--- src/rtl/branch_resolver.sv ---
// branch_resolver: resolves branch direction from one-hot comparator flags, selects the next PC
// and holds a fixed-length pipeline flush after every taken branch (static predict-not-taken).
module branch_resolver #(
    parameter int ADDR_W       = 32,
    parameter int FLUSH_CYCLES = 2,
    parameter int CNT_W        = 16
) (
    input  logic              clk,
    input  logic              rst,
    input  logic              in_valid,
    output logic              in_ready,
    input  logic [2:0]        br_op,
    input  logic              equal,
    input  logic              lower,
    input  logic              greater,
    input  logic [ADDR_W-1:0] pc_plus4,
    input  logic [ADDR_W-1:0] target,
    output logic              out_valid,
    output logic              taken,
    output logic [ADDR_W-1:0] next_pc,
    output logic              flush,
    output logic              flag_err,
    output logic [CNT_W-1:0]  branch_count,
    output logic [CNT_W-1:0]  taken_count
);
    localparam int FW = $clog2(FLUSH_CYCLES + 1);
    typedef enum logic {IDLE, FLUSH} state_t;
    state_t r_state, w_state_nxt;
    logic [FW-1:0] r_flush_cnt;
    logic w_accept, w_onehot, w_err, w_cond, w_taken;
    assign in_ready = r_state == IDLE;
    assign flush    = r_state == FLUSH;
    assign w_accept = in_valid && in_ready;
    assign w_onehot = {equal, lower, greater} inside {3'b100, 3'b010, 3'b001};
    assign w_err    = !w_onehot || br_op == 3'd7;
    assign w_cond   = br_op == 3'd0 ? equal :
                      br_op == 3'd1 ? !equal :
                      br_op == 3'd2 ? lower :
                      br_op == 3'd3 ? equal | greater :
                      br_op == 3'd4 ? greater :
                      br_op == 3'd5 ? equal | lower :
                      br_op == 3'd6;
    assign w_taken  = !w_err && w_cond;
    always_comb begin
        w_state_nxt = r_state;
        if (r_state == IDLE && w_accept && w_taken)
            w_state_nxt = FLUSH;
        else if (r_state == FLUSH && r_flush_cnt == FW'(1))
            w_state_nxt = IDLE;
    end
    always_ff @(posedge clk) begin
        if (rst) begin
            r_state      <= IDLE;
            r_flush_cnt  <= '0;
            out_valid    <= 1'b0;
            taken        <= 1'b0;
            next_pc      <= '0;
            flag_err     <= 1'b0;
            branch_count <= '0;
            taken_count  <= '0;
        end else begin
            r_state   <= w_state_nxt;
            out_valid <= w_accept;
            if (r_state == FLUSH)
                r_flush_cnt <= r_flush_cnt - FW'(1);
            if (w_accept) begin
                taken    <= w_taken;
                next_pc  <= w_taken ? target : pc_plus4;
                flag_err <= w_err;
                if (w_taken)
                    r_flush_cnt <= FW'(FLUSH_CYCLES);
                // counters saturate rather than wrap
                if (!w_err && branch_count != '1)
                    branch_count <= branch_count + CNT_W'(1);
                if (w_taken && taken_count != '1)
                    taken_count <= taken_count + CNT_W'(1);
            end
        end
    end
endmodule
--- config.mk ---
export PLATFORM = sky130hd
export DESIGN_NAME = branch_resolver
export DESIGN_NICKNAME = d
export VERILOG_FILES = /design/src/rtl/branch_resolver.sv
export SDC_FILE = /design/constraint.sdc
export NUM_CORES = 1
export LEC_CHECK = 0
export CAP_MARGIN = 20
export CORE_MARGIN = 2
export CORE_UTILIZATION = 35
export CTS_CLUSTER_SIZE = 20
export DETAILED_ROUTE_END_ITERATION = 8
export GPL_TIMING_DRIVEN = 0
export MAX_ROUTING_LAYER = met4
export PLACE_DENSITY = 0.74
export RECOVER_POWER = 50
export SLEW_MARGIN = 20
export SYNTH_ARGS = -nofsm -noshare
export SYNTH_HDL_FRONTEND = slang
export SYNTH_SLANG_ARGS = --single-unit
--- constraint.sdc ---
create_clock -name clk -period 3.3 [get_ports clk]
set_input_delay 0.99 -clock clk [delete_from_list [all_inputs] [get_ports clk]]
set_output_delay 0.99 -clock clk [all_outputs]
set_load 0.05 [all_outputs]
==> GITHUB_STEP_SUMMARY <==
## PnR job results

| Metric | Value |
|---|---|
| Status | completed |
| Pre-antenna DRT Iters | 4 |
| Vias in the first global route | around 3200 |
| Post-synthesis instance total | approximately 370 |
| Critical-path maximum fanout | 7 |
| CP max-delay cell | clkdlybuf4s50_1 |
| Number of synthesized register bits | roughly 70 |
| Buf+Inv Stages, Crit Path | 3 |
| Grt met2 use | between 30% and 40% |
| Worst R2R End | branch_count[8]$_SDFFE_PP0P_ |
| Max-capacitance violation count | 0 |
| Setup crit start | greater |
| Most numerous logic cells after layout | nor2_1 (71), clkdlybuf4s50_1 (71), dfxtp_1 (70) |
| Share of cells above drive strength 1 | 6.107% |
| Pint | 1.438 mW |
| Combinational group share of total power | between 20% and 30% |
| Detailed placement HPWL | around 7000 um |
| Max stage delay on crit path | ~0.52 ns |
| Ys cells | ~370 |
| Inverter count | 6 |
| Syn_nets | about 450 |
| Final Cell Area | between 4000 and 5000 um^2 |
| Hold Path Class | flip-flop to flip-flop |
| Worst slew margin | 59.23% |
| Vias | between 3000 and 4000 |
| Switch share | between 30% and 40% |
| Die ar. | 10140 um^2 |
| Seq share, synth | a little over two fifths |
| Routed len/inst | about 14 um |
| Fillers | about 860 |
| Sequential share of cell area | between 20% and 30% |
| Crit path time final | about 3.2 ns |
| Row Count | 35 |
| RSZ-0062 raised after global routing | no |
| GPL Wtd Cong | around 0.8 |
| Static leakage | roughly 1.9 nW |
| TritonCTS clock tree | built |
| Simple-Gate Area Share | between 20% and 30% |
| Clock share of power | between 30% and 40% |
| H-Tree Depth | 3 |
| Crit end category | flip-flop |
| Flip-flops | approximately 70 |
| Final ANT Viol Nets | 0 |
| Combinational share of cell area | 35.25% |
| P_seq | 916 uW |
| CP Depth | 8 |
| Total global routing overflow | 0 |
| Synth area leader | dfxtp_1 |
| Critical Path RT | about 3.6 ns |
| TritonCTS buffer count | 9 |
| Pre-CTS setup slack | -0.3748 ns |
| Adder and majority cell fraction of the synthesized area | 1.491% |
| Port Buffers | between 100 and 150 |
| Final total power | approximately 2.1 mW |
| Mux area share | 10.40% |
| CTS Buffer Depth | 2 |
| Clk latency late pin | ~0.33 ns |
| Hold WS | between 0.4 and 0.5 ns |
| Hold endpoint | taken$_SDFFE_PP0P_ |
| P_clk | 669 uW |
| Reg area | approximately 1400 um^2 |
| Residual DRC | 0 |
| Total GRT Usage | 18.53% |
| Nonclk buf count | 162 |
| FF-to-FF Start | flush$_SDFFE_PP0P_ |
| Nets | between 500 and 600 |
==> synthesized netlist by cell type, types with 8 or more instances <==
cell type and count:
a211oi_1 34, a21oi_1 9, clkbuf_1 17, dfxtp_1 70, mux2i_1 34, nand2_1 14
nand3_1 11, nand4_1 8, nor2_1 71, nor3_1 13, xnor2_1 18, xor2_1 10
==> metal layers <==
layer,vias up,routed length [um]
met1,1462,3843
met3,12,506
met2,112,4459
met4,0,111
li1,1609,-
met5,-,0
==> registers in the layout, summed over array words and instances, names as in the netlist <==
signal / count
taken: 1
next_pc: 32
out_valid: 1
flag_err: 1
taken_count: 16
branch_count: 16
r_flush_cnt: 2
flush: 1
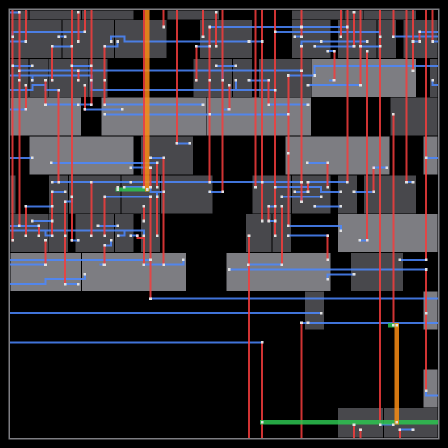
*Zoomed window*
Window x 35 to 65, y 55 to 85 um. Cells in gray, sequential cells in the stronger gray; small squares are vias.
color	layer
red	met2
green	met3
blue	met1
orange	met4
cells with their middle in the window	45
most frequent	dfxtp_1 (10), nor2_1 (9), a211oi_1 (9)
netlist names of flops here include	`next_pc` (10)
sequential cells in the window	10

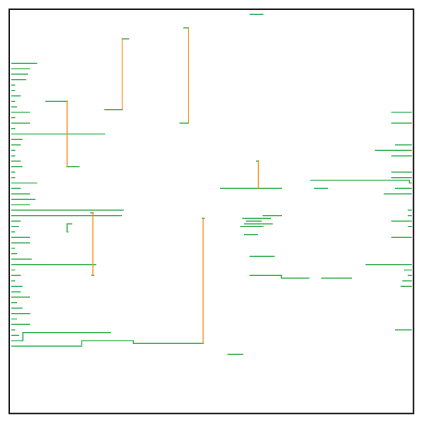
*Routed metal, one color a layer*
(4 px per um) Two of the layers only.
color	layer	wire length
orange	met4	112 um
green	met3	506 um

No activity file was given, so power comes from the tool's default toggle rates.
